==> src/rtl/ps2_kbd_tx.sv <==
// Device-side PS/2 keyboard transmitter: queued scancode bytes are sent as
// 11-bit frames (start, 8 data LSB first, odd parity, stop) with an idle gap.
//
// state  | meaning
// IDLE   | clk=1, data=1, pops the next byte when the FIFO is non-empty
// HIGH   | clk=1, data holds the current frame bit for HALF cycles
// LOW    | clk=0, data unchanged for HALF cycles (receiver samples here)
// GAPW   | clk=1, data=1 for GAP cycles after the stop bit
module ps2_kbd_tx #(
    parameter int unsigned HALF       = 2400,
    parameter int unsigned GAP        = 9600,
    parameter int unsigned DEPTH_LOG2 = 3
) (
    input  logic       clk_sys,
    input  logic       reset,
    input  logic [7:0] din,
    input  logic       din_wr,
    output logic       full,
    output logic       overflow,
    output logic       busy,
    output logic       ps2_clk,
    output logic       ps2_data
);

    localparam int unsigned          DEPTH       = 1 << DEPTH_LOG2;
    localparam logic [15:0]          HALF_RELOAD = 16'(HALF - 1);
    localparam logic [15:0]          GAP_RELOAD  = 16'(GAP - 1);
    localparam logic [DEPTH_LOG2:0]  DEPTH_CNT   = (DEPTH_LOG2 + 1)'(DEPTH);
    localparam logic [DEPTH_LOG2-1:0] PTR_ONE    = (DEPTH_LOG2)'(1);
    localparam logic [3:0]           LAST_IDX    = 4'd10;

    typedef enum logic [1:0] {
        S_IDLE = 2'd0,
        S_HIGH = 2'd1,
        S_LOW  = 2'd2,
        S_GAPW = 2'd3
    } state_t;

    logic [7:0]            mem_q [DEPTH];
    logic [DEPTH_LOG2-1:0] wptr_q;
    logic [DEPTH_LOG2-1:0] rptr_q;
    logic [DEPTH_LOG2:0]   count_q;
    logic                  ovf_q;

    state_t      state_q, state_d;
    logic [15:0] cnt_q, cnt_d;
    logic [3:0]  idx_q, idx_d;
    logic [7:0]  shreg_q, shreg_d;
    logic        clk_q, clk_d;
    logic        data_q, data_d;
    logic        pop;
    logic        push;

    // Bit i of the frame for byte b: start, data LSB first, odd parity, stop.
    function automatic logic frame_bit(input logic [7:0] b, input logic [3:0] i);
        logic r;
        if (i == 4'd0) begin
            r = 1'b0;
        end else if (i <= 4'd8) begin
            r = b[3'(i - 4'd1)];
        end else if (i == 4'd9) begin
            r = ~^b;
        end else begin
            r = 1'b1;
        end
        return r;
    endfunction

    always_comb begin
        state_d = state_q;
        cnt_d   = cnt_q;
        idx_d   = idx_q;
        shreg_d = shreg_q;
        clk_d   = clk_q;
        data_d  = data_q;
        pop     = 1'b0;
        case (state_q)
            S_IDLE: begin
                clk_d  = 1'b1;
                data_d = 1'b1;
                if (count_q != '0) begin
                    pop     = 1'b1;
                    shreg_d = mem_q[rptr_q];
                    idx_d   = 4'd0;
                    cnt_d   = HALF_RELOAD;
                    state_d = S_HIGH;
                    data_d  = 1'b0;
                end
            end
            S_HIGH: begin
                if (cnt_q == 16'd0) begin
                    cnt_d   = HALF_RELOAD;
                    state_d = S_LOW;
                    clk_d   = 1'b0;
                end else begin
                    cnt_d = cnt_q - 16'd1;
                end
            end
            S_LOW: begin
                if (cnt_q == 16'd0) begin
                    clk_d = 1'b1;
                    if (idx_q == LAST_IDX) begin
                        cnt_d   = GAP_RELOAD;
                        state_d = S_GAPW;
                        data_d  = 1'b1;
                    end else begin
                        // Data moves only together with the rising clock edge.
                        idx_d   = idx_q + 4'd1;
                        cnt_d   = HALF_RELOAD;
                        state_d = S_HIGH;
                        data_d  = frame_bit(shreg_q, idx_q + 4'd1);
                    end
                end else begin
                    cnt_d = cnt_q - 16'd1;
                end
            end
            S_GAPW: begin
                if (cnt_q == 16'd0) begin
                    state_d = S_IDLE;
                end else begin
                    cnt_d = cnt_q - 16'd1;
                end
            end
            default: begin
                state_d = S_IDLE;
            end
        endcase
    end

    // A full FIFO still accepts a push on the cycle it is popped.
    assign push = din_wr && ((count_q != DEPTH_CNT) || pop);

    always_ff @(posedge clk_sys) begin
        if (reset) begin
            state_q <= S_IDLE;
            cnt_q   <= 16'd0;
            idx_q   <= 4'd0;
            shreg_q <= 8'd0;
            clk_q   <= 1'b1;
            data_q  <= 1'b1;
            wptr_q  <= '0;
            rptr_q  <= '0;
            count_q <= '0;
            ovf_q   <= 1'b0;
        end else begin
            state_q <= state_d;
            cnt_q   <= cnt_d;
            idx_q   <= idx_d;
            shreg_q <= shreg_d;
            clk_q   <= clk_d;
            data_q  <= data_d;
            ovf_q   <= din_wr && !push;
            if (push) begin
                wptr_q <= wptr_q + PTR_ONE;
            end
            if (pop) begin
                rptr_q <= rptr_q + PTR_ONE;
            end
            case ({push, pop})
                2'b10:   count_q <= count_q + 1'b1;
                2'b01:   count_q <= count_q - 1'b1;
                default: count_q <= count_q;
            endcase
        end
    end

    always_ff @(posedge clk_sys) begin
        if (!reset && push) begin
            mem_q[wptr_q] <= din;
        end
    end

    assign full     = (count_q == DEPTH_CNT);
    assign busy     = (count_q != '0) || (state_q != S_IDLE);
    assign overflow = ovf_q;
    assign ps2_clk  = clk_q;
    assign ps2_data = data_q;

endmodule
==> config.mk <==
export PLATFORM = sky130hd
export DESIGN_NAME = ps2_kbd_tx
export DESIGN_NICKNAME = d
export VERILOG_FILES = /design/src/rtl/ps2_kbd_tx.sv
export SDC_FILE = /design/constraint.sdc
export NUM_CORES = 1
export LEC_CHECK = 0
export ABC_CLOCK_PERIOD_IN_PS = 2500
export CORE_MARGIN = 10
export CORE_UTILIZATION = 50
export CTS_CLUSTER_DIAMETER = 40
export DETAILED_ROUTE_END_ITERATION = 7
export PLACE_DENSITY_LB_ADDON = 0.08
export RECOVER_POWER = 50
export SKIP_LAST_GASP = 1
export SLEW_MARGIN = 20
export SYNTH_ARGS = -nofsm -noshare
export SYNTH_HDL_FRONTEND = slang
export SYNTH_SLANG_ARGS = --single-unit
==> constraint.sdc <==
create_clock -name clk_sys -period 2.5 [get_ports clk_sys]
set_clock_uncertainty 0.1 [all_clocks]
set_input_delay 0.75 -clock clk_sys [delete_from_list [all_inputs] [get_ports clk_sys]]
set_output_delay 0.75 -clock clk_sys [all_outputs]
set_load 0.01 [all_outputs]
Figure 1. Where the registers sit (run 1).
Scale bar: 20 µm. Other sequential cells in the stronger grey, the rest of the logic in the fainter grey.
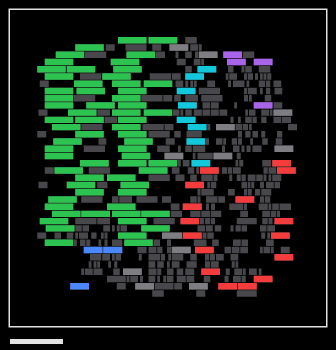
legend:
  mem_q:
    colour: green
    sequential_cells: 64
  wptr_q:
    colour: blue
    sequential_cells: 3
  shreg_q:
    colour: cyan
    sequential_cells: 8
  cnt_q:
    colour: red
    sequential_cells: 16
  idx_q:
    colour: purple
    sequential_cells: 4
    where: north-east
not coloured: 12
final core utilization: 0.575
register area: 2780 µm²

Figure 2. Congestion heat map (run 1).
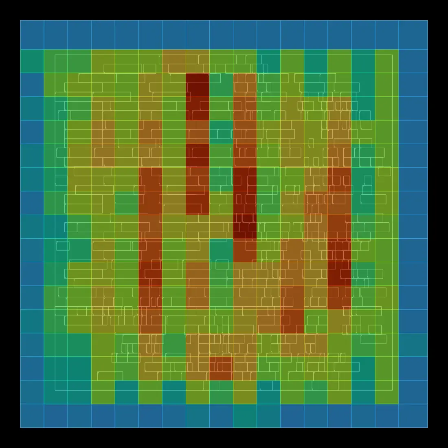
GR Util All Layers: 0.133
layer with the highest usage: met2
met3 usage: 0.0222
GR Layer Usage met2: 0.231

==> deck_impl_summary.md, run 1 <==
Implementation Results

Worst setup path
  • Worst Setup SP: count_q[0]
  • CP max-delay cell: dfxtp_1
  • Worst EP arrival: 1.54 ns
  • Launch point of the worst reg-to-reg path: state_q[1]

Route
  • Wl on met1: 4.02 mm
  • DRC: 0
  • Uppermost layer routed: met4
  • DR WL met2: 4.66 mm
  • Detailed Route WL: 8.90 mm
  • WL met3: approximately 150 µm

Final layout
  • Antenna cell count: 0
  • Number of nets in the layout: ~440

Floorplanning
  • Die width: around 120 µm
  • Die height: about 120 µm
  • Core area: 9640 µm²
  • Ports: 16

Yosys
  • # Cells Yosys: around 380
  • Library cells used by synthesis: 64
  • Seq/Total Area, Yosys: 0.570
  • Post-Synthesis Cells: ~380
  • Syn_nets: around 400
  • Yosys chip area: a little under 5000 µm²

Power
  • P_comb: about 2.3 mW

STA
  • Clock period minus worst slack: 2.39 ns

Worst hold path
  • Worst hold stages: 2

Status
  • Status: complete, no violations

Clock network
  • TritonCTS Buffers: 9
  • Clk root buf: clkbuf_8

Run
  • Max-cap violations: 0

Global route
  • First-pass GRT wire length: roughly 15 mm
  • GR Util met1: 0.165
  • Initial antenna violation count: 0
Figure 3. Clock network drawn from the DEF (run 1).
Scale bar: 20 µm.
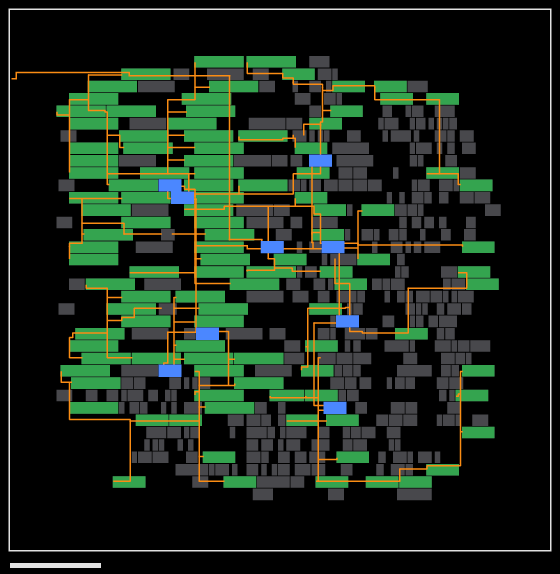
legend:
  clock wires:
    colour: orange
    length: 1190 µm
  clock drivers:
    colour: blue
    count: 9
  flip-flops:
    colour: green
    count: 107
routed clock nets: 10
P_clk: 1.09 mW
power share of the clock group: 0.191
clk latency late pin: 0.37 ns

-- run 1: cells by family (layout without fill, tap and decap cells) --
group	Yosys count	count (layout)	share of synthesized area
AOI/OAI and AO/OA	60	60	0.0876
xor gates and xnor gates	25	25	0.0448
adders and majority gates	9	9	0.0246
buffers and inverters	35	79	0.0353
DFF	107	107	0.570
muxes	29	29	0.106
and+or+nand+nor	115	115	0.132
-- run 1: stage by stage --
step	total power, mW	utilization	hold WS, ns	worst slack (ns)	instance area [µm²]
after floorplan	3.96	-	0.398	0.132	4890
after global placement	4.59	0.553	0.420	-0.286	5330
after detailed placement	4.64	0.553	0.423	-0.410	5330
after CTS	5.74	0.575	0.441	-0.00268	5550
after global routing	6.11	0.575	0.464	0.0143	5540
final	5.69	0.575	0.435	0.110	5540
-- run 1: what timing repair did --
| action | CTS | global route |
|---|---|---|
| buffers inserted | 0 | 2 |
| setup endpoints to repair | 3 | 2 |
| pin swaps | 0 | 3 |
| gates resized | 6 | 7 |
-- run 1: cell type report --
class / count / area, µm² / share of cell area
clock buffers: 9 / 124 / 0.0224
clock inverters: 7 / 83.8 / 0.0151
inverters: 18 / 67.6 / 0.0122
multi-input cells: 238 / 1940 / 0.351
flip-flops and latches: 107 / 2780 / 0.502
well taps: 133 / 166 / 0.0300
repair buffers: 45 / 372 / 0.0671
-- run 1: sequential cells by signal, indices dropped and copies added (netlist names) --
signal	cells
cnt_q	16
count_q	4
idx_q	4
mem_q	64
overflow	1
ps2_clk	1
ps2_data	1
rptr_q	3
shreg_q	8
state_q	2
wptr_q	3
-- run 1: worst max-delay path: cells and delay by family, from the launching register on --
kind                   cells  cell delay (ns)
DFF                        1             0.38
and+or+nand+nor            2             0.39
buffers and inverters      3             0.41
--- run 2 (diff from run 1) ---
- CORE_UTILIZATION: 50 -> 35
Figure 4. Congestion heat map (run 2).
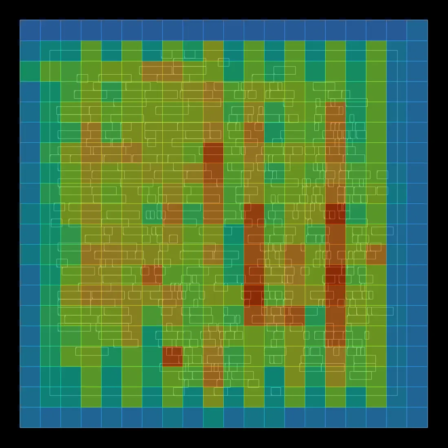
wire per inst: 16.9 µm
GR Util met1: 0.126
GR Util All Layers: 0.111
GR Layer Usage met2: 0.197
met3 usage: 0.0277

==> deck_impl_summary.md, run 2 <==
Implementation Results

Status
  • Status: complete, no violations (unchanged)

Global route
  • Initial antenna violation count: 0 (unchanged)

Route
  • DR WL met2: 5.48 mm (was 4.66 mm)
  • Uppermost layer routed: met4 (unchanged)

Final layout
  • Final core utilization: 0.419 (was 0.575)
  • Biggest regs: mem_q x64, cnt_q x16, shreg_q x8 (unchanged)
  • Largest register FFs: 64 (unchanged)
  • Most flop-heavy register: mem_q (unchanged)

Clock network
  • Clk root buf: clkbuf_16 (was clkbuf_8)
  • PostCTS Resize Cnt: 4 (was 6)
  • Setup Buffers After CTS: 0 (unchanged)

Yosys
  • Library cells used by synthesis: 64 (unchanged)
  • Post-Synthesis Cells: 380 (unchanged)
  • Syn_nets: 400 (unchanged)
  • Seq/Total Area, Yosys: 0.570 (unchanged)

Placed design
  • Dpl ws: -0.342 ns (was -0.410 ns)

Floorplanning
  • Core area: 13800 µm² (was 9640 µm²)
  • Die width: 138 µm (was 119 µm)

Worst setup path
  • Critical path buffers and inverters: 3 (unchanged)

Worst hold path
  • Worst hold stages: 2 (unchanged)

STA
  • Final hold slack: 0.428 ns (was 0.435 ns)
  • Clock period minus worst slack: 2.41 ns (was 2.39 ns)
Figure 5. Clock network drawn from the DEF (run 2).
Scale bar: 50 µm.
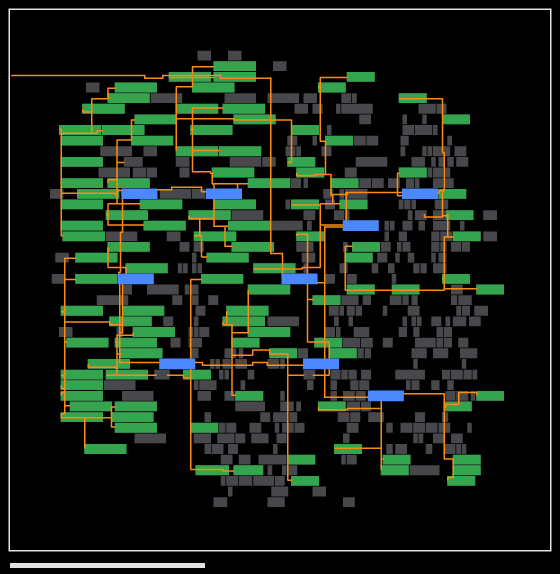
legend:
  flip-flops:
    colour: green
    count: 107
  clock wires:
    colour: orange
    length: 1380 µm
  clock drivers:
    colour: blue
    count: 9
routed clock nets: 10
flops lie: widely spread
clk latency late pin: 0.36 ns
power share of the clock group: 0.233
P_clk: 1.43 mW

==> run 2: cell types whose count changed in the layout (fill, tap and decap cells not counted), moves of 2 or more <==
cell,before,now
buf_4,24,30
dlymetal6s2s_1,0,2
clkbuf_8,9,1
clkbuf_16,0,9
o21ai_1,2,0
clkdlybuf4s50_1,5,3
clkbuf_2,0,2
==> run 2: cell type report <==
class | count | area [µm²] | area share
clock buffer | 10 | 239 | 0.0414
sequential | 107 | 2790 | 0.484
timing repair buffer | 52 | 408 | 0.0707
clock inverter | 6 | 61.3 | 0.0106
inverter | 18 | 67.6 | 0.0117
tap | 180 | 225 | 0.0391
multi-input combinational | 238 | 1980 | 0.343
==> run 2: how the worst max path moves through the flow <==
stage,start,to,cells after the start,slack (ns)
floorplan,din_wr,count_q[3],8,0.13
global placement,din_wr,count_q[3],9,-0.32
finish,count_q[2],busy,5,0.09
detailed placement,din_wr,count_q[3],9,-0.34
global route,count_q[1],busy,5,0.02
CTS,count_q[3],busy,5,0.006
==> run 2: power by group through the flow <==
stage	combinational [mW]	clock, mW	sequential, mW
final	2.38	1.43	2.32
after global routing	2.65	1.55	2.35
after CTS	2.38	1.48	2.31
after detailed placement	2.37	0	2.33
after global placement	2.38	0	2.33
after floorplan	1.67	0	2.29
==> run 2: logic make-up after synthesis <==
logic type               synth area share
AND/OR/NAND/NOR                     0.132
XOR/XNOR                           0.0448
AND-OR/OR-AND                      0.0876
buffers and inverters              0.0353
flip-flops                          0.570
multiplexers                        0.106
adder cells (fa/ha/maj)            0.0246
==> run 2: routing by layer <==
metal,track usage,vias to the layer above
li1,-,1522
met1,0.126,1515
met2,0.197,29
met3,0.0277,10
met4,0.0372,0
met5,0,-
Power figures rest on the tool's default switching activity, not on a simulated workload.
